--- config.mk ---
export PLATFORM = sky130hd
export DESIGN_NAME = video_out_adapter
export DESIGN_NICKNAME = d
export VERILOG_FILES = /design/src/rtl/video_out_adapter_pkg.sv /design/src/rtl/video_out_adapter_color_expand.sv /design/src/rtl/video_out_adapter.sv
export SDC_FILE = /design/constraint.sdc
export NUM_CORES = 1
export LEC_CHECK = 0
export CAP_MARGIN = 20
export CORE_UTILIZATION = 35
export CTS_BUF_LIST = sky130_fd_sc_hd__clkbuf_8
export DETAILED_ROUTE_END_ITERATION = 7
export PLACE_DENSITY_LB_ADDON = 0.15
export RECOVER_POWER = 50
export SYNTH_ARGS = -nofsm -noshare
export SYNTH_HDL_FRONTEND = slang
export SYNTH_HIERARCHICAL = 1
export SYNTH_SLANG_ARGS = --single-unit
--- constraint.sdc ---
create_clock -name clk -period 2.9 [get_ports clk]
set_input_delay 0.725 -clock clk [delete_from_list [all_inputs] [get_ports clk]]
set_output_delay 0.725 -clock clk [all_outputs]
set_load 0.01 [all_outputs]
--- src/rtl/video_out_adapter_pkg.sv ---
// Shared scan-mode encodings and colour helpers for the video output adapter.
package video_pkg;

  localparam int MAX_W = 12;

  typedef enum logic [1:0] {
    SCAN_OFF = 2'b00,
    SCAN_25  = 2'b01,
    SCAN_50  = 2'b10,
    SCAN_75  = 2'b11
  } scan_e;

  // Fills outW bits MSB-first by cycling through the inW source bits, so the
  // low DAC bits repeat the colour's MSBs instead of sitting at zero.
  function automatic logic [MAX_W-1:0] replicate(input logic [MAX_W-1:0] value,
                                                 input int inW,
                                                 input int outW);
    logic [MAX_W-1:0] result;
    logic [3:0]       src;
    logic [3:0]       dst;
    result = '0;
    src    = '0;
    dst    = '0;
    for (int i = 0; i < MAX_W; i++) begin
      if (i < outW) begin
        dst         = 4'(outW - 1 - i);
        src         = 4'(inW - 1 - (i % inW));
        result[dst] = value[src];
      end
    end
    return result;
  endfunction

  function automatic logic [MAX_W-1:0] dim(input logic [MAX_W-1:0] value,
                                           input scan_e mode);
    logic [MAX_W-1:0] result;
    case (mode)
      SCAN_25: result = value - (value >> 2);
      SCAN_50: result = value >> 1;
      SCAN_75: result = value >> 2;
      default: result = value;
    endcase
    return result;
  endfunction

endpackage

--- src/rtl/video_out_adapter_color_expand.sv ---
// Combinational per-channel width expansion by MSB replication.
module color_expand
  import video_pkg::*;
#(
  parameter int IN_W  = 6,
  parameter int OUT_W = 8
) (
  input  logic [IN_W-1:0]  i_value,
  output logic [OUT_W-1:0] o_value
);

  assign o_value = OUT_W'(replicate(MAX_W'(i_value), IN_W, OUT_W));

endmodule

--- src/rtl/video_out_adapter.sv ---
// Registered VGA output stage: colour expansion, scanline dimming,
// frame-synchronous mode latching and sync polarity inversion.
module video_out_adapter
  import video_pkg::*;
#(
  parameter int IN_W     = 6,
  parameter int OUT_W    = 8,
  parameter int DELAY    = 2,
  parameter bit SYNC_ACT = 1'b0
) (
  input  logic             clk,
  input  logic             rst_n,
  input  logic             pix_ce,
  input  logic [IN_W-1:0]  r_in,
  input  logic [IN_W-1:0]  g_in,
  input  logic [IN_W-1:0]  b_in,
  input  logic             hs_in,
  input  logic             vs_in,
  input  logic             blank_in,
  input  logic [1:0]       scan_mode,
  input  logic             sync_inv,
  output logic [OUT_W-1:0] vga_r,
  output logic [OUT_W-1:0] vga_g,
  output logic [OUT_W-1:0] vga_b,
  output logic             vga_hs,
  output logic             vga_vs
);

  if (IN_W < 1 || IN_W > OUT_W || OUT_W > MAX_W || DELAY < 2 || DELAY > 4) begin : g_badParams
    $error("video_out_adapter: illegal IN_W/OUT_W/DELAY combination");
  end

  logic             r_hsPrev;
  logic             r_vsPrev;
  logic             r_parity;
  scan_e            r_mode;
  logic             r_inv;

  logic             w_hsEdge;
  logic             w_vsEdge;
  logic             w_parNext;
  scan_e            w_modeNext;
  logic             w_invNext;

  logic [IN_W-1:0]  w_rSrc;
  logic [IN_W-1:0]  w_gSrc;
  logic [IN_W-1:0]  w_bSrc;
  logic [OUT_W-1:0] w_rExp;
  logic [OUT_W-1:0] w_gExp;
  logic [OUT_W-1:0] w_bExp;

  logic [OUT_W-1:0] r_s1R;
  logic [OUT_W-1:0] r_s1G;
  logic [OUT_W-1:0] r_s1B;
  logic             r_s1Par;
  scan_e            r_s1Mode;
  scan_e            w_s1DimMode;

  logic [OUT_W-1:0] r_pipeR [2:DELAY];
  logic [OUT_W-1:0] r_pipeG [2:DELAY];
  logic [OUT_W-1:0] r_pipeB [2:DELAY];
  logic             r_hsPipe [1:DELAY-1];
  logic             r_vsPipe [1:DELAY-1];

  assign w_hsEdge = pix_ce && (hs_in == SYNC_ACT) && (r_hsPrev != SYNC_ACT);
  assign w_vsEdge = pix_ce && (vs_in == SYNC_ACT) && (r_vsPrev != SYNC_ACT);

  // Next-state of parity and effective mode; the pixel sampled on an edge
  // strobe already sees the new values, and vs wins over a coincident hs.
  always_comb begin
    w_parNext  = r_parity;
    w_modeNext = r_mode;
    w_invNext  = r_inv;
    if (w_vsEdge) begin
      w_parNext  = 1'b0;
      w_modeNext = scan_e'(scan_mode);
      w_invNext  = sync_inv;
    end else if (w_hsEdge) begin
      w_parNext = ~r_parity;
    end
  end

  always_ff @(posedge clk or negedge rst_n) begin
    if (!rst_n) begin
      r_hsPrev <= ~SYNC_ACT;
      r_vsPrev <= ~SYNC_ACT;
      r_parity <= 1'b0;
      r_mode   <= SCAN_OFF;
      r_inv    <= 1'b0;
    end else if (pix_ce) begin
      r_hsPrev <= hs_in;
      r_vsPrev <= vs_in;
      r_parity <= w_parNext;
      r_mode   <= w_modeNext;
      r_inv    <= w_invNext;
    end
  end

  assign w_rSrc = blank_in ? '0 : r_in;
  assign w_gSrc = blank_in ? '0 : g_in;
  assign w_bSrc = blank_in ? '0 : b_in;

  color_expand #(.IN_W(IN_W), .OUT_W(OUT_W)) u_expandR (.i_value(w_rSrc), .o_value(w_rExp));
  color_expand #(.IN_W(IN_W), .OUT_W(OUT_W)) u_expandG (.i_value(w_gSrc), .o_value(w_gExp));
  color_expand #(.IN_W(IN_W), .OUT_W(OUT_W)) u_expandB (.i_value(w_bSrc), .o_value(w_bExp));

  always_ff @(posedge clk or negedge rst_n) begin
    if (!rst_n) begin
      r_s1R    <= '0;
      r_s1G    <= '0;
      r_s1B    <= '0;
      r_s1Par  <= 1'b0;
      r_s1Mode <= SCAN_OFF;
    end else if (pix_ce) begin
      r_s1R    <= w_rExp;
      r_s1G    <= w_gExp;
      r_s1B    <= w_bExp;
      r_s1Par  <= w_parNext;
      r_s1Mode <= w_modeNext;
    end
  end

  assign w_s1DimMode = r_s1Par ? r_s1Mode : SCAN_OFF;

  // Stage 2 applies scanline dimming; later stages only add latency.
  always_ff @(posedge clk or negedge rst_n) begin
    if (!rst_n) begin
      for (int i = 2; i <= DELAY; i++) begin
        r_pipeR[i] <= '0;
        r_pipeG[i] <= '0;
        r_pipeB[i] <= '0;
      end
    end else if (pix_ce) begin
      r_pipeR[2] <= OUT_W'(dim(MAX_W'(r_s1R), w_s1DimMode));
      r_pipeG[2] <= OUT_W'(dim(MAX_W'(r_s1G), w_s1DimMode));
      r_pipeB[2] <= OUT_W'(dim(MAX_W'(r_s1B), w_s1DimMode));
      for (int i = 3; i <= DELAY; i++) begin
        r_pipeR[i] <= r_pipeR[i-1];
        r_pipeG[i] <= r_pipeG[i-1];
        r_pipeB[i] <= r_pipeB[i-1];
      end
    end
  end

  assign vga_r = r_pipeR[DELAY];
  assign vga_g = r_pipeG[DELAY];
  assign vga_b = r_pipeB[DELAY];

  // Inversion is folded into the final sync register so a newly latched
  // invert shows on the pins right after the vs edge that captured it.
  always_ff @(posedge clk or negedge rst_n) begin
    if (!rst_n) begin
      for (int i = 1; i <= DELAY-1; i++) begin
        r_hsPipe[i] <= ~SYNC_ACT;
        r_vsPipe[i] <= ~SYNC_ACT;
      end
      vga_hs <= ~SYNC_ACT;
      vga_vs <= ~SYNC_ACT;
    end else if (pix_ce) begin
      r_hsPipe[1] <= hs_in;
      r_vsPipe[1] <= vs_in;
      for (int i = 2; i <= DELAY-1; i++) begin
        r_hsPipe[i] <= r_hsPipe[i-1];
        r_vsPipe[i] <= r_vsPipe[i-1];
      end
      vga_hs <= r_hsPipe[DELAY-1] ^ w_invNext;
      vga_vs <= r_vsPipe[DELAY-1] ^ w_invNext;
    end
  end

endmodule

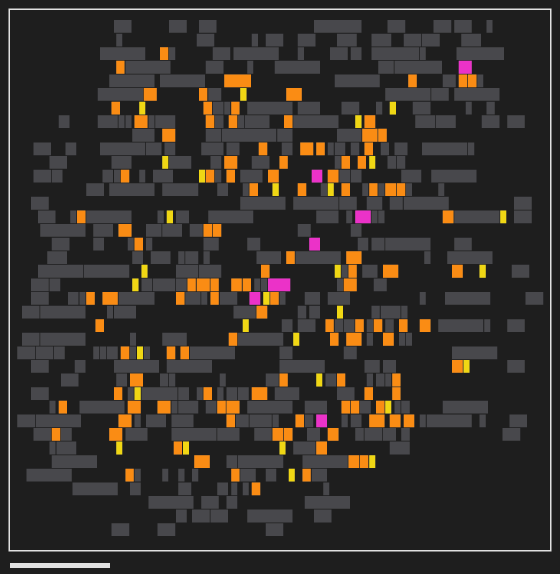
Fig. 1. Gate-type map.
Bar = 20 um.
family	color	cells
and/or cells	magenta	7
aoi and oai cells	orange	114
inv cells	yellow	29
Top cell excl fill/tap: dfrtp_1
Final Non-Filler Cells: 623
logic share of the area: 46.72%

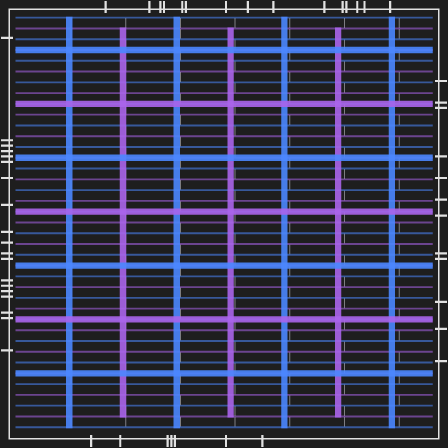
Fig. 2. Supply network.
Pins as bars on the die edge. Tap cells in gray.
net	color
VDD	purple
VSS	blue
tap cells	140
met5 straps	7
rows	38
Die Ht: 108.0 um
Die W: 108.0 um
area of the core: 10890 um^2
maximum VDD drop: 0.2294 mV

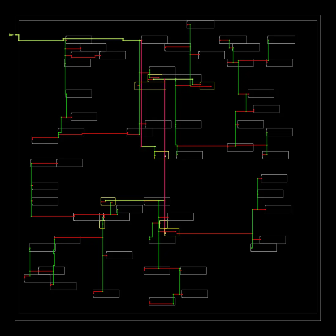
Fig. 3. The clock network.
Latency at later pin: 0.33 ns
Num CTS Buffers: 5
Clk power: 537 uW
Flops: 56
CTS Sinks: 56

==> notes.md <==
impl run done, here's what came out: Slew Limit Fails 0, Post-DP HPWL 7157 um, post-synthesis cell count 459, R2R Setup Slk 0.72 ns, wire per inst 15.79 um, CP startpoint kind input pin, outcome completed, routing usage on met1 27.19%, RSZ-0062 raised after global routing false, Slew headroom 3.426%, overall power 2.634 mW, fp_density 36.13%, Synth Seq Share 35.75%, detailed-route via count 3286, Internal 1.679 mW, Comb power frac about two fifths, top cells by count dfrtp_1, o21ai_0, nand2_1, hold_buf cts 0, met2 Usage GRT a little over a quarter, highest routed layer met4, Max FO, Critical Path 30, logic area 2112 um^2, storage element area 1406 um^2, Leakage around 1.8 nW, CP endpoint kind flop, Worst-path clk slew 0.11 ns, Top pwr grp sequential cells, vias per cell 5.274, CTS tree built, worst min path class flop to flop, Power Density 582.6 nW/um^2, initial antenna violation count 0, routed wire length 9840 um, CP required 3.11 ns, post-synth top area cell dfrtp_1, crit path DAT 2.45 ns, Setup crit end r_s1R[2], Most Crowded Layer GR met1, CTS max path bufs 2
==> state kept, by name, indices dropped and copies added, names as in the netlist, 2 cells and up <==
name      cells
r_s1B         8
vga_g         8
vga_b         8
vga_r         8
r_s1Mode      2
r_s1R         8
r_s1G         8
==> cells by family after synthesis <==
group / count (synthesis) / share of synthesized area (%)
buffers and inverters: 79 / 10.56
adder cells (fa/ha/maj): 21 / 7.252
AND/OR/NAND/NOR: 146 / 18.45
XOR/XNOR: 8 / 1.781
multiplexers: 24 / 6.711
AND-OR/OR-AND: 125 / 19.50
flip-flops: 56 / 35.75
==> cell type report <==
cell class                      instances  share of cell area [%]
Multi-Input combinational cell        324                   46.72
Sequential cell                        56                   31.11
Timing Repair Buffer                   66                   13.42
Tap cell                              140                   3.875
Inverter                               29                   2.408
Clock buffer                            5                   1.522
Clock inverter                          3                  0.9410
==> stage by stage <==
stage	instances	hold WS, ns	cell area [um^2]
5_1_grt	623	0.5338	4521
3_5_place_dp	615	0.4978	4418
6_report	623	0.5063	4521
4_1_cts	623	0.4058	4529
2_1_floorplan	459	0.4294	3934
3_3_place_gp	615	0.4846	4418
==> layout by cell type (no fill, tap or decap), types with 12 or more instances in the layout <==
| cell | netlist | final |
|---|---|---|
| dfrtp_1 | 52 | 52 |
| clkdlybuf4s50_1 | 0 | 48 |
| o21ai_0 | 46 | 46 |
| nand2_1 | 42 | 42 |
| nor2_1 | 35 | 35 |
| inv_1 | 28 | 28 |
| a21oi_1 | 27 | 27 |
| nor2b_1 | 24 | 24 |
| mux2_2 | 19 | 19 |
| ha_1 | 18 | 18 |
| nand2b_1 | 12 | 12 |
| buf_4 | 26 | 12 |
==> worst max-delay path, stage by stage <==
cell      delay, ns
buf_2          0.31
clkbuf_1       0.97
mux2_2         0.42
Power figures rest on the tool's default switching activity, not on a simulated workload.
